File: config.mk
export PLATFORM = sky130hd
export DESIGN_NAME = seven_seg_scan_ctrl
export DESIGN_NICKNAME = d
export VERILOG_FILES = /design/src/rtl/seven_seg_scan_ctrl.sv
export SDC_FILE = /design/constraint.sdc
export NUM_CORES = 1
export LEC_CHECK = 0
export ABC_AREA = 1
export CAP_MARGIN = 10
export CORE_MARGIN = 2
export CORE_UTILIZATION = 45
export DETAILED_ROUTE_END_ITERATION = 16
export GPL_ROUTABILITY_DRIVEN = 0
export PLACE_DENSITY = 0.66
export SLEW_MARGIN = 30
export SYNTH_ARGS = -nofsm -noshare
export SYNTH_HDL_FRONTEND = slang
export SYNTH_SLANG_ARGS = --single-unit
File: constraint.sdc
create_clock -name i_CLK -period 2.22 [get_ports i_CLK]
set_input_delay 0.222 -clock i_CLK [delete_from_list [all_inputs] [get_ports i_CLK]]
set_output_delay 0.222 -clock i_CLK [all_outputs]
set_load 0.01 [all_outputs]
File: src/rtl/seven_seg_scan_ctrl.sv
// rtl/seven_seg_scan_ctrl.sv - multiplexed seven-segment digit scan controller with frame-synchronous shadow load
// Optional build macro: SEVEN_SEG_LEADING_ZERO_BLANK_EN (suppresses leading-zero digits above digit 0).
module seven_seg_scan_ctrl #(
  parameter int NUM_DIGITS   = 4,
  parameter int PRESCALE     = 1000,
  parameter int BLANK_CYCLES = 16
) (
  input  logic                    i_CLK,
  input  logic                    i_RST_N,
  input  logic [4*NUM_DIGITS-1:0] i_DATA_IN,
  input  logic                    i_VALID,
  output logic                    o_READY,
  input  logic                    i_ENABLE,
  output logic [3:0]              o_NIBBLE,
  output logic [NUM_DIGITS-1:0]   o_DIGIT_EN,
  output logic                    o_FRAME_TICK
);

  localparam int CNT_MAX = (PRESCALE > BLANK_CYCLES) ? PRESCALE : BLANK_CYCLES;
  localparam int CW      = (CNT_MAX > 1) ? $clog2(CNT_MAX) : 1;
  localparam int DW      = (NUM_DIGITS > 1) ? $clog2(NUM_DIGITS) : 1;

  localparam logic [CW-1:0] SHOW_LAST  = CW'(PRESCALE - 1);
  localparam logic [CW-1:0] BLANK_LAST = CW'(BLANK_CYCLES - 1);
  localparam logic [DW-1:0] DIGIT_LAST = DW'(NUM_DIGITS - 1);

  typedef enum logic {
    ST_BLANK = 1'b0,
    ST_SHOW  = 1'b1
  } state_t;

  state_t                  state_q, state_d;
  logic [CW-1:0]           cnt_q, cnt_d;
  logic [DW-1:0]           digit_q, digit_d;
  logic [4*NUM_DIGITS-1:0] active_q, active_d;
  logic [4*NUM_DIGITS-1:0] shadow_q, shadow_d;
  logic                    shadow_full_q, shadow_full_d;
  logic [3:0]              nibble_q, nibble_d;
  logic [NUM_DIGITS-1:0]   digit_en_q, digit_en_d;
  logic                    frame_tick_q, frame_tick_d;

  logic                    boundary;
  logic                    accept;
  logic [NUM_DIGITS-1:0]   onehot;
  logic [NUM_DIGITS-1:0]   lit;
  logic [3:0]              nibble_sel;

  always_ff @(posedge i_CLK or negedge i_RST_N) begin
    if (!i_RST_N) begin
      state_q       <= ST_BLANK;
      cnt_q         <= '0;
      digit_q       <= '0;
      active_q      <= '0;
      shadow_q      <= '0;
      shadow_full_q <= 1'b0;
      nibble_q      <= '0;
      digit_en_q    <= '0;
      frame_tick_q  <= 1'b0;
    end else begin
      state_q       <= state_d;
      cnt_q         <= cnt_d;
      digit_q       <= digit_d;
      active_q      <= active_d;
      shadow_q      <= shadow_d;
      shadow_full_q <= shadow_full_d;
      nibble_q      <= nibble_d;
      digit_en_q    <= digit_en_d;
      frame_tick_q  <= frame_tick_d;
    end
  end

  // Disabled scanning freezes state, count and digit; no boundary can occur.
  always_comb begin
    state_d  = state_q;
    cnt_d    = cnt_q;
    digit_d  = digit_q;
    boundary = 1'b0;
    if (i_ENABLE) begin
      case (state_q)
        ST_BLANK: begin
          if (cnt_q == BLANK_LAST) begin
            state_d = ST_SHOW;
            cnt_d   = '0;
          end else begin
            cnt_d = cnt_q + CW'(1);
          end
        end
        ST_SHOW: begin
          if (cnt_q == SHOW_LAST) begin
            state_d = ST_BLANK;
            cnt_d   = '0;
            if (digit_q == DIGIT_LAST) begin
              boundary = 1'b1;
              digit_d  = '0;
            end else begin
              digit_d = digit_q + DW'(1);
            end
          end else begin
            cnt_d = cnt_q + CW'(1);
          end
        end
        default: begin
          state_d = ST_BLANK;
          cnt_d   = '0;
        end
      endcase
    end
  end

  // A word accepted on a boundary edge lands in the shadow and waits a full frame.
  always_comb begin
    accept        = i_VALID & ~shadow_full_q;
    active_d      = active_q;
    shadow_d      = shadow_q;
    shadow_full_d = shadow_full_q;
    if (boundary && shadow_full_q) begin
      active_d      = shadow_q;
      shadow_full_d = 1'b0;
    end else if (accept) begin
      shadow_d      = i_DATA_IN;
      shadow_full_d = 1'b1;
    end

    nibble_sel = '0;
    onehot     = '0;
    lit        = '1;
    for (int k = 0; k < NUM_DIGITS; k++) begin
      if (digit_d == DW'(k)) begin
        nibble_sel = active_d[4*k +: 4];
        onehot[k]  = 1'b1;
      end
`ifdef SEVEN_SEG_LEADING_ZERO_BLANK_EN
      if (k > 0) begin
        lit[k] = ((active_d >> (4*k)) != '0);
      end
`endif
    end

    nibble_d = nibble_q;
    if (i_ENABLE && (state_q == ST_SHOW) && (state_d == ST_BLANK)) begin
      nibble_d = nibble_sel;
    end

    digit_en_d = '0;
    if (i_ENABLE && (state_d == ST_SHOW)) begin
      digit_en_d = onehot & lit;
    end

    frame_tick_d = boundary;
  end

  assign o_READY      = ~shadow_full_q;
  assign o_NIBBLE     = nibble_q;
  assign o_DIGIT_EN   = digit_en_q;
  assign o_FRAME_TICK = frame_tick_q;

endmodule
==> run_1/class_map.png <==
Bar = 20 µm. Fill, decap, tap and diode cells in gray.
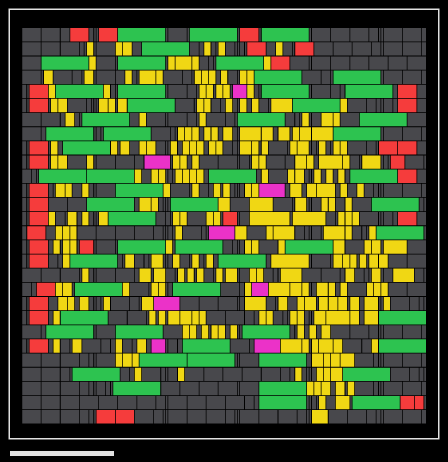
registers -> green  # cells 55, share of their area 44%
remaining buffers and delay cells -> red  # cells 33, share of their area 10%
remaining logic cells -> yellow  # cells 272, share of their area 43%
clock drivers and dummy loads -> magenta  # cells 8, share of their area 3.0%
Seq/total area: 42.8%
Std-Cell Core Area: 5920 µm²
Core Util, Final: 54.4%

==> run_1/ff_map.png <==
Bar = 20 µm. Other sequential cells in the stronger gray, the rest of the logic in the fainter gray.
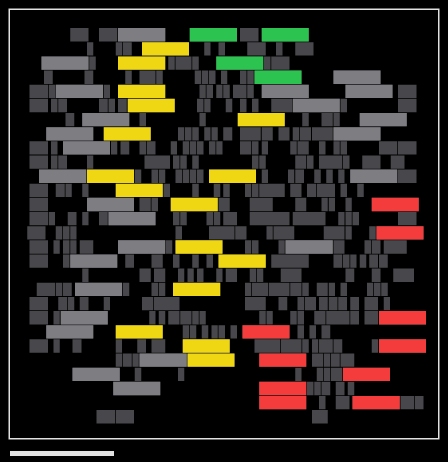
o_NIBBLE -> green  # placed flops 4, where top middle
active_q -> yellow  # placed flops 16
cnt_q -> red  # placed flops 10, where bottom right
Flop area: 1380 µm²
sequential power: 1.20 mW

==> flow_metrics.py, run 1 <==
# Synthesis and PnR figures
metrics = {
    "run_status": {
        "status": "finished, final reports clean",
    },
    "placed_design": {
        "post_dp_cell_area_um2": 3130,
        "pre_cts_ws_ns": 0.216,
        "dp_hpwl_um": 3890,
        "dp_cells": 435,
        "port-buffer-count": 29,
    },
    "clock_network": {
        "cts-htree-levels": 2,
        "post_cts_resized": 0,
        "post_cts_buffers": 0,
        "cts_num_sinks": 55,
        "cts_made_buffers": 5,
        "cts.clk_slew.worst_paths_ns": 0.10,
        "holdBufCountCts": 0,
        "worstSkewPairLatency_ns": 0.31,
    },
    "timing": {
        "finalClockSkew_ns": 0.00759,
        "fmax_mhz": 502,
        "min_period_ns": 1.99,
        "holdWs_ns": 0.0183,
        "tightest_slew_ns": 0.681,
        "slew_headroom_pct": 54.6,
        "finalSetupTns_ns": 0,
        "grt_setup_unrepaired": "no",
        "final-setup-viol-count": 0,
        "final-hold-violation-count": 0,
        "setup_slack_ns": 0.228,
        "slew_viol_final": 0,
    },
    "worst_setup_path": {
        "setup.worst_path.start_class": "register",
        "crit_path_frequent_cell": "nand2_1",
        "critPathMaxStageDelay_ns": 0.41,
        "crit_family": "simple AND/OR/NAND/NOR gates",
        "cp-end-kind": "register",
        "path_max_fanout": 6,
        "path_cells": "ha_1, nand2_4, inv_2, nand2_2, nor2_4, nand3_1, nand2_1, nand2_2, nand2_1, nor2_1, nor2_1, nand2_1, nand2_1, nand2_1",
        "crit_slowest_cell": "dfrtp_1",
    },
    "global_route": {
        "gr-total-overflow": 0,
        "antenna_found_initial": 0,
        "use_met3_pct": 3.37,
        "top_usage_layer": "met2",
        "grt_use_met1_pct": 23.1,
        "grt_pass1_vias": 2083,
        "grt_pass1_wl_um": 9230,
        "groute.usage.overall_pct": 17.9,
    },
    "power_and_ir_drop": {
        "switching_share_pct": 30.7,
        "comb_power_share_pct": 16.8,
        "power.density_nw_per_um2": 662,
        "power_leader": "registers",
        "pg_clk_mw": 0.570,
        "power_combinational_mw": 0.359,
        "power.total_mw": 2.13,
        "power_switching_mw": 0.655,
        "p_leak_nw": 1.61,
    },
    "route": {
        "drt-vias-per-instance": 4.79,
        "detailroute.wirelength.met2_um": 2450,
        "drcViolationCount": 0,
        "first_iter_violations": 115,
        "drtPass1Iterations": 4,
        "wl_per_cell_um": 11.9,
        "ant_nets": 0,
        "wl_met3_um": 196,
        "vias": 2120,
        "topRoutingLayerUsed": "met4",
        "wl_met1_um": 2560,
        "wl_um": 5290,
    },
    "final_layout": {
        "nonClkBufAreaFrac_pct": 9.80,
        "clockNetworkAreaShare_pct": 2.88,
        "fill_cells": 553,
        "top_regs": "active_q (16), shadow_q (16), cnt_q (10)",
        "fin_nets": 389,
        "final_cell_mix": "nand2_1, inv_1, dfrtp_1",
        "dominant_cells": "sequential cells",
        "inverters": 62,
        "layout_top_cell": "nand2_1",
        "ff_count": 55,
        "clkbuf_count": 5,
        "diodes": 0,
        "buffers_excl_clock": 33,
        "area_delta_synth_final_pct": 16.7,
        "design_area_um2": 3220,
        "drive_above_1_share_pct": 13.0,
        "sh_comb_area_pct": 34.4,
    },
    "yosys": {
        "ys_sh_adder_pct": 0.907,
        "edf_count": 0,
        "synth_nets": 357,
        "synthTopCellsByArea": "dfrtp_1, nand2_1, inv_1, nor2_1, o21ai_0",
        "synth_top_cell_by_count": "nand2_1",
        "yosysTopAreaCell": "dfrtp_1",
        "synthAoiAreaFrac_pct": 7.03,
        "ys_seq_share_pct": 49.9,
        "xor_share_pct": 0.318,
        "synthesis.area_um2": 2760,
        "ys_sh_mux_pct": 0.363,
        "top_cells_by_count": "nand2_1, dfrtp_1, inv_1, nor2_1, o21ai_0",
        "yosys_cells": 335,
        "yosys_area_um2": 2760,
        "ys.flop_type": "dfrtp_1",
        "async_flop_share_pct": 100,
    },
    "job": {
        "warning_count": 26,
        "max_cap_violations": 0,
    },
    "min_path": {
        "hp-class": "primary input to asynchronous set/reset pin",
    },
    "die": {
        "core.rowCount": 28,
    },
}
==> run_1/placed.png <==
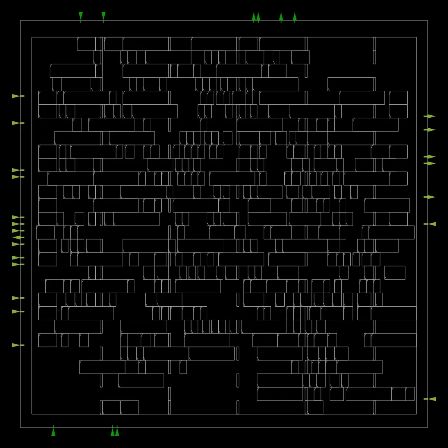
Tapcells: 75
fin cells: 443

==> run 1: final timing paths <==
path | start | end | slack, ns | depth (start not counted)
hold reg to reg | active_q[13]$_DFF_PN0_ | active_q[13]$_DFF_PN0_ | 0.48 | 2
hold / removal | i_RST_N | cnt_q[9]$_DFFE_PN0P_ | 0.02 | 2
setup / recovery | cnt_q[0]$_DFFE_PN0P_ | o_NIBBLE[0]$_DFFE_PN0P_ | 0.23 | 14
max in group asynchronous | i_RST_N | shadow_q[3]$_DFFE_PN0P_ | 1.75 | 2
min in group i_CLK | i_DATA_IN[9] | shadow_q[9]$_DFFE_PN0P_ | 0.44 | 3
setup reg to reg | cnt_q[0]$_DFFE_PN0P_ | o_NIBBLE[0]$_DFFE_PN0P_ | 0.23 | 14
==> run_1/layers.png <==
Bar = 20 µm.
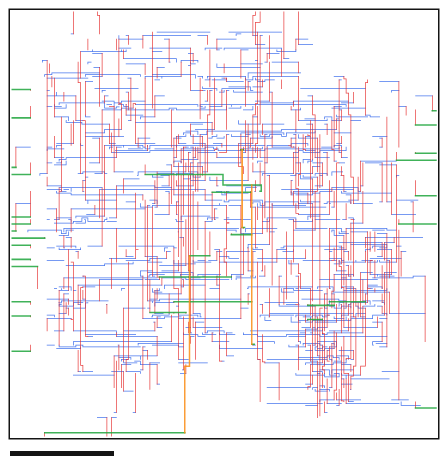

==> run 2, diff against run 1 <==
--- a/config.mk
+++ b/config.mk
@@ -8,10 +8,10 @@
 export ABC_AREA = 1
 export CAP_MARGIN = 10
 export CORE_MARGIN = 2
-export CORE_UTILIZATION = 45
+export CORE_UTILIZATION = 56
 export DETAILED_ROUTE_END_ITERATION = 16
 export GPL_ROUTABILITY_DRIVEN = 0
-export PLACE_DENSITY = 0.66
+export PLACE_DENSITY = 0.79
 export SLEW_MARGIN = 30
 export SYNTH_ARGS = -nofsm -noshare
 export SYNTH_HDL_FRONTEND = slang
==> run_2/layers.png <==
Bar = 20 µm.
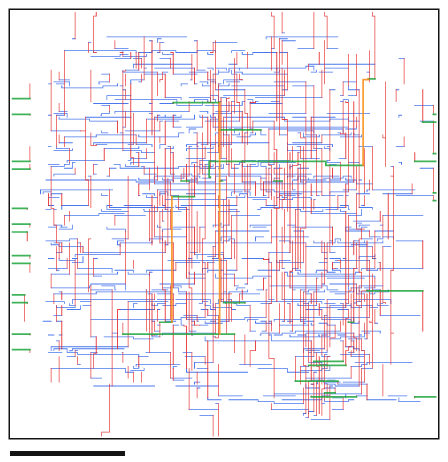
M1 -> blue  # wire length 2,480 µm
M2 -> red  # wire length 2,330 µm
M4 -> orange  # wire length 77.8 µm
M3 -> green  # wire length 165 µm
routed vias: 2,136
Wirelength per Cell: 11.7 µm
All-Layer GR Usage: 21.0%
drt total wl: 5060 µm

==> flow_metrics.py, run 2 <==
# Synthesis and PnR figures
metrics = {
    "run_status": {
        "status": "finished, final reports clean",
    },
    "worst_setup_path": {
        "setup.worst_path.start_class": "register",
        "reg2reg_depth": 14,
        "cp-end-kind": "register",
        "endpoint": "o_NIBBLE[3]$_DFFE_PN0P_",
        "critPathMaxStageDelay_ns": 0.40,
        "path_depth": 14,
        "worstReg2RegStart": "cnt_q[0]$_DFFE_PN0P_",
        "r2r-end": "o_NIBBLE[3]$_DFFE_PN0P_",
        "r2r_setup_slack_ns": 0.20,
        "cp-startpoint": "cnt_q[0]$_DFFE_PN0P_",
        "crit_family": "simple AND/OR/NAND/NOR gates",
        "crit_slowest_cell": "dfrtp_1",
        "crit_path_frequent_cell": "nand2_1",
    },
    "clock_network": {
        "holdBufCountCts": 0,
        "cts_num_sinks": 55,
        "post_cts_buffers": 0,
        "worstSkewPairLatency_ns": 0.31,
        "cts.clk_slew.worst_paths_ns": 0.10,
        "post_cts_resized": 0,
    },
    "final_layout": {
        "top_regs": "active_q (16), shadow_q (16), cnt_q (10)",
        "area_delta_synth_final_pct": 16.9,
        "design_area_um2": 3220,
        "instances_no_fill": 434,
        "seq_area_um2": 1380,
        "layout_top_cell": "nand2_1",
        "drive_above_1_share_pct": 12.8,
    },
    "timing": {
        "slew_headroom_pct": 55.4,
        "min_period_ns": 2.02,
        "fmax_mhz": 496,
        "holdWs_ns": 0.0224,
        "final-setup-viol-count": 0,
        "grt_setup_unrepaired": "no",
        "final-hold-violation-count": 0,
        "tightest_slew_ns": 0.669,
        "slew_viol_final": 0,
    },
    "route": {
        "drtPass1Iterations": 4,
        "wl_met3_um": 165,
        "wl_met1_um": 2480,
        "drcViolationCount": 0,
        "ant_nets": 0,
        "drt-vias-per-instance": 4.92,
    },
    "power_and_ir_drop": {
        "power.density_nw_per_um2": 694,
        "power.total_mw": 2.24,
        "p_leak_nw": 1.62,
    },
    "global_route": {
        "top_usage_layer": "met2",
        "grt_pass1_wl_um": 8910,
        "grt_pass1_vias": 1964,
        "gr-total-overflow": 0,
        "antenna_found_initial": 0,
        "grt_use_met1_pct": 29.2,
    },
    "yosys": {
        "synth_nets": 357,
        "synth_top_cell_by_count": "nand2_1",
        "async_flop_share_pct": 100,
        "yosys_cells": 335,
        "edf_count": 0,
        "ys_seq_share_pct": 49.9,
        "synthesis.area_um2": 2760,
    },
    "placed_design": {
        "port-buffer-count": 29,
        "dp_hpwl_um": 3650,
        "pre_cts_ws_ns": 0.199,
    },
    "job": {
        "max_cap_violations": 0,
        "warning_count": 26,
    },
    "min_path": {
        "hp-class": "primary input to asynchronous set/reset pin",
    },
    "die": {
        "core.rowCount": 25,
    },
}
==> run_2/ff_map.png <==
Bar = 20 µm. Other sequential cells in the stronger gray, the rest of the logic in the fainter gray.
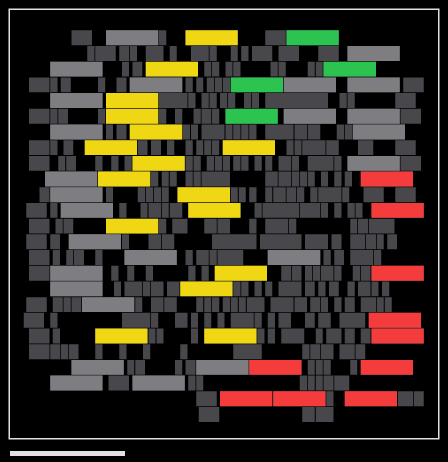
o_NIBBLE -> green  # placed flops 4
active_q -> yellow  # placed flops 16
cnt_q -> red  # placed flops 10
not colored = 25
Seq/total area: 42.7%
Core Util, Final: 68.3%

run 2: cell counts after synthesis:
No cell type changed its count.
run 2: power by group:
part / leakage, nW / internal (mW) / switching, mW
combinational: 0.912 / 0.145 / 0.214
sequential: 0.652 / 1.11 / 0.0964
clock: 0.0587 / 0.342 / 0.334
total: 1.62 / 1.59 / 0.644
run 2: cell type report:
class                      instances  area share, %
sequential                        55           42.7
multi-input combinational        210           34.3
tap                               67           2.60
clock inverter                     3           1.47
inverter                          62           7.22
clock buffer                       5           2.13
timing repair buffer              32           9.55
run 2: kinds of logic after synthesis:
logic type                 Yosys count  share of synthesized area, %
and+or+nand+nor                    172                          31.5
buffers and inverters               70                          9.94
DFF                                 55                          49.9
AOI/OAI and AO/OA                   34                          7.03
adders and majority gates            2                         0.907
xor gates and xnor gates             1                         0.318
muxes                                1                         0.363
==> run_2/placed.png <==
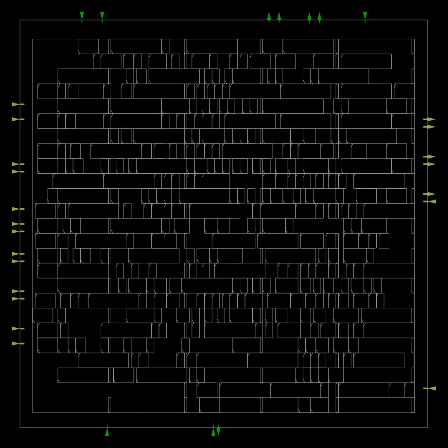

==> run 3, diff against run 2 <==
--- a/config.mk
+++ b/config.mk
@@ -7,11 +7,11 @@
 export LEC_CHECK = 0
 export ABC_AREA = 1
 export CAP_MARGIN = 10
+export CORE_ASPECT_RATIO = 1.4
 export CORE_MARGIN = 2
-export CORE_UTILIZATION = 56
+export CORE_UTILIZATION = 35
 export DETAILED_ROUTE_END_ITERATION = 16
 export GPL_ROUTABILITY_DRIVEN = 0
-export PLACE_DENSITY = 0.79
 export SLEW_MARGIN = 30
 export SYNTH_ARGS = -nofsm -noshare
 export SYNTH_HDL_FRONTEND = slang
==> run_3/placed.png <==
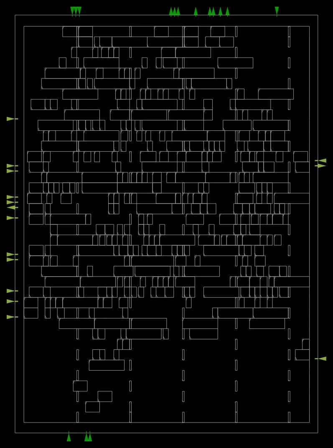
Core Util, Final: 42.8%
registers: 55
Std-Cell Core Area: 7700 µm²

==> flow_metrics.py, run 3 <==
# Synthesis and PnR figures
metrics = {
    "timing": {
        "fmax_mhz": 527,
        "slew_viol_final": 0,
        "finalSetupTns_ns": 0,
        "setup_slack_ns": 0.323,
        "min_period_ns": 1.90,
        "slew_headroom_pct": 62.0,
        "holdWs_ns": 0.426,
        "tightest_slew_ns": 0.570,
        "final-hold-violation-count": 0,
        "grt_setup_unrepaired": "no",
        "final-setup-viol-count": 0,
    },
    "global_route": {
        "grt_pass1_vias": 2041,
        "gr-total-overflow": 0,
        "groute.usage.overall_pct": 13.8,
        "antenna_found_initial": 0,
        "top_usage_layer": "met2",
        "grt_use_met1_pct": 17.0,
        "grt_pass1_wl_um": 9270,
    },
    "worst_setup_path": {
        "setup.worst_path.start_class": "register",
        "path_max_fanout": 10,
        "crit_path_frequent_cell": "nand2_1",
        "critPathMaxStageDelay_ns": 0.40,
        "reg2reg_depth": 12,
        "cp-end-kind": "register",
        "cp-startpoint": "cnt_q[0]$_DFFE_PN0P_",
        "crit_slowest_cell": "dfrtp_1",
        "r2r-end": "o_NIBBLE[0]$_DFFE_PN0P_",
        "crit_family": "simple AND/OR/NAND/NOR gates",
        "worstReg2RegStart": "cnt_q[0]$_DFFE_PN0P_",
        "r2r_setup_slack_ns": 0.32,
    },
    "final_layout": {
        "seq_area_um2": 1380,
        "drive_above_1_share_pct": 13.3,
        "logic_gates": 210,
        "area_delta_synth_final_pct": 19.5,
        "sh_seq_area_pct": 41.8,
        "nonClkBufAreaFrac_pct": 10.5,
        "buffers_excl_clock": 35,
        "inverters": 62,
        "top_regs": "active_q (16), shadow_q (16), cnt_q (10)",
        "clockNetworkAreaShare_pct": 3.23,
        "fin_nets": 391,
        "diodes": 0,
        "dominant_cells": "sequential cells",
        "clkbuf_count": 5,
        "design_area_um2": 3300,
    },
    "placed_design": {
        "port-buffer-count": 29,
        "pre_cts_ws_ns": 0.267,
        "dp_hpwl_um": 4120,
    },
    "power_and_ir_drop": {
        "switching_share_pct": 28.7,
        "power_leader": "registers",
        "clkPwrFrac_pct": 29.5,
        "ir_drop_v": 0.000340,
        "pg_clk_mw": 0.655,
        "comb_power_share_pct": 16.5,
        "seq_cell_power_mw": 1.20,
        "seq_power_share_pct": 54.1,
        "power_combinational_mw": 0.366,
        "power_switching_mw": 0.639,
        "internal_power_mw": 1.58,
        "p_leak_nw": 1.63,
        "power.total_mw": 2.22,
        "power.density_nw_per_um2": 675,
    },
    "yosys": {
        "synthSimpleGateAreaFrac_pct": 31.5,
        "yosys_cells": 335,
        "yosysTopAreaCell": "dfrtp_1",
        "synthesis.area_um2": 2760,
        "synthAoiAreaFrac_pct": 7.03,
        "yosys_warnings": 0,
        "ys_sh_adder_pct": 0.907,
        "ys_sh_mux_pct": 0.363,
        "yosys_area_um2": 2760,
        "xor_share_pct": 0.318,
        "synth_nets": 357,
        "synth.avg_cell_area_um2": 8.23,
        "edf_count": 0,
        "synth_top_cell_by_count": "nand2_1",
        "async_flop_share_pct": 100,
        "ys_seq_share_pct": 49.9,
        "top_logic_kind": "simple AND/OR/NAND/NOR gates",
        "numSynthFlops": 55,
    },
    "clock_network": {
        "cts-htree-levels": 2,
        "holdBufCountCts": 1,
        "cts_made_buffers": 5,
        "cts.clk_slew.worst_paths_ns": 0.10,
        "tritoncts": "built",
        "cts_num_sinks": 55,
        "post_cts_resized": 0,
        "clockRootBuffer": "clkbuf_8",
        "worstSkewPairLatency_ns": 0.31,
        "post_cts_buffers": 0,
    },
    "route": {
        "wl_met3_um": 176,
        "wl_um": 5500,
        "drt-vias-per-instance": 4.60,
        "drtPass1Iterations": 5,
        "drcViolationCount": 0,
        "vias": 2157,
        "wl_per_cell_um": 11.7,
        "ant_nets": 0,
        "wl_met1_um": 2410,
        "first_iter_violations": 119,
    },
    "min_path": {
        "hp-class": "primary input to asynchronous set/reset pin",
    },
    "die": {
        "taps": 100,
        "core.rowCount": 38,
    },
    "job": {
        "max_cap_violations": 0,
        "warning_count": 26,
    },
    "run_status": {
        "status": "finished, final reports clean",
    },
}
==> run_3/gates.png <==
Bar = 20 µm.
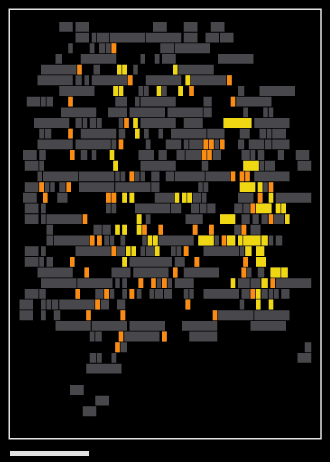
inv cells -> orange  # cells 62, most used inv_1
nor cells -> yellow  # cells 52, most used nor2_1
fin cells: 469
multi-input combinational area share: 33.7%
most instantiated logic cell after routing: nand2_1

-- run 3: worst max-delay path by stage --
stage | to | slack, ns | cells after the start
floorplan | o_NIBBLE[0]$_DFFE_PN0P_ | 0.55 | 14
global placement | o_NIBBLE[0]$_DFFE_PN0P_ | 0.29 | 14
detailed placement | cnt_q[8]$_DFFE_PN0P_ | 0.27 | 7
CTS | o_NIBBLE[0]$_DFFE_PN0P_ | 0.25 | 14
global route | o_NIBBLE[2]$_DFFE_PN0P_ | 0.05 | 14
finish | o_NIBBLE[0]$_DFFE_PN0P_ | 0.32 | 12
-- run 3: cell families after synthesis --
kind of cell,Yosys count
AOI/OAI and AO/OA,34
adders and majority gates,2
buffers and inverters,70
muxes,1
xor gates and xnor gates,1
and+or+nand+nor,172
DFF,55
Power figures rest on the tool's default switching activity, not on a simulated workload.
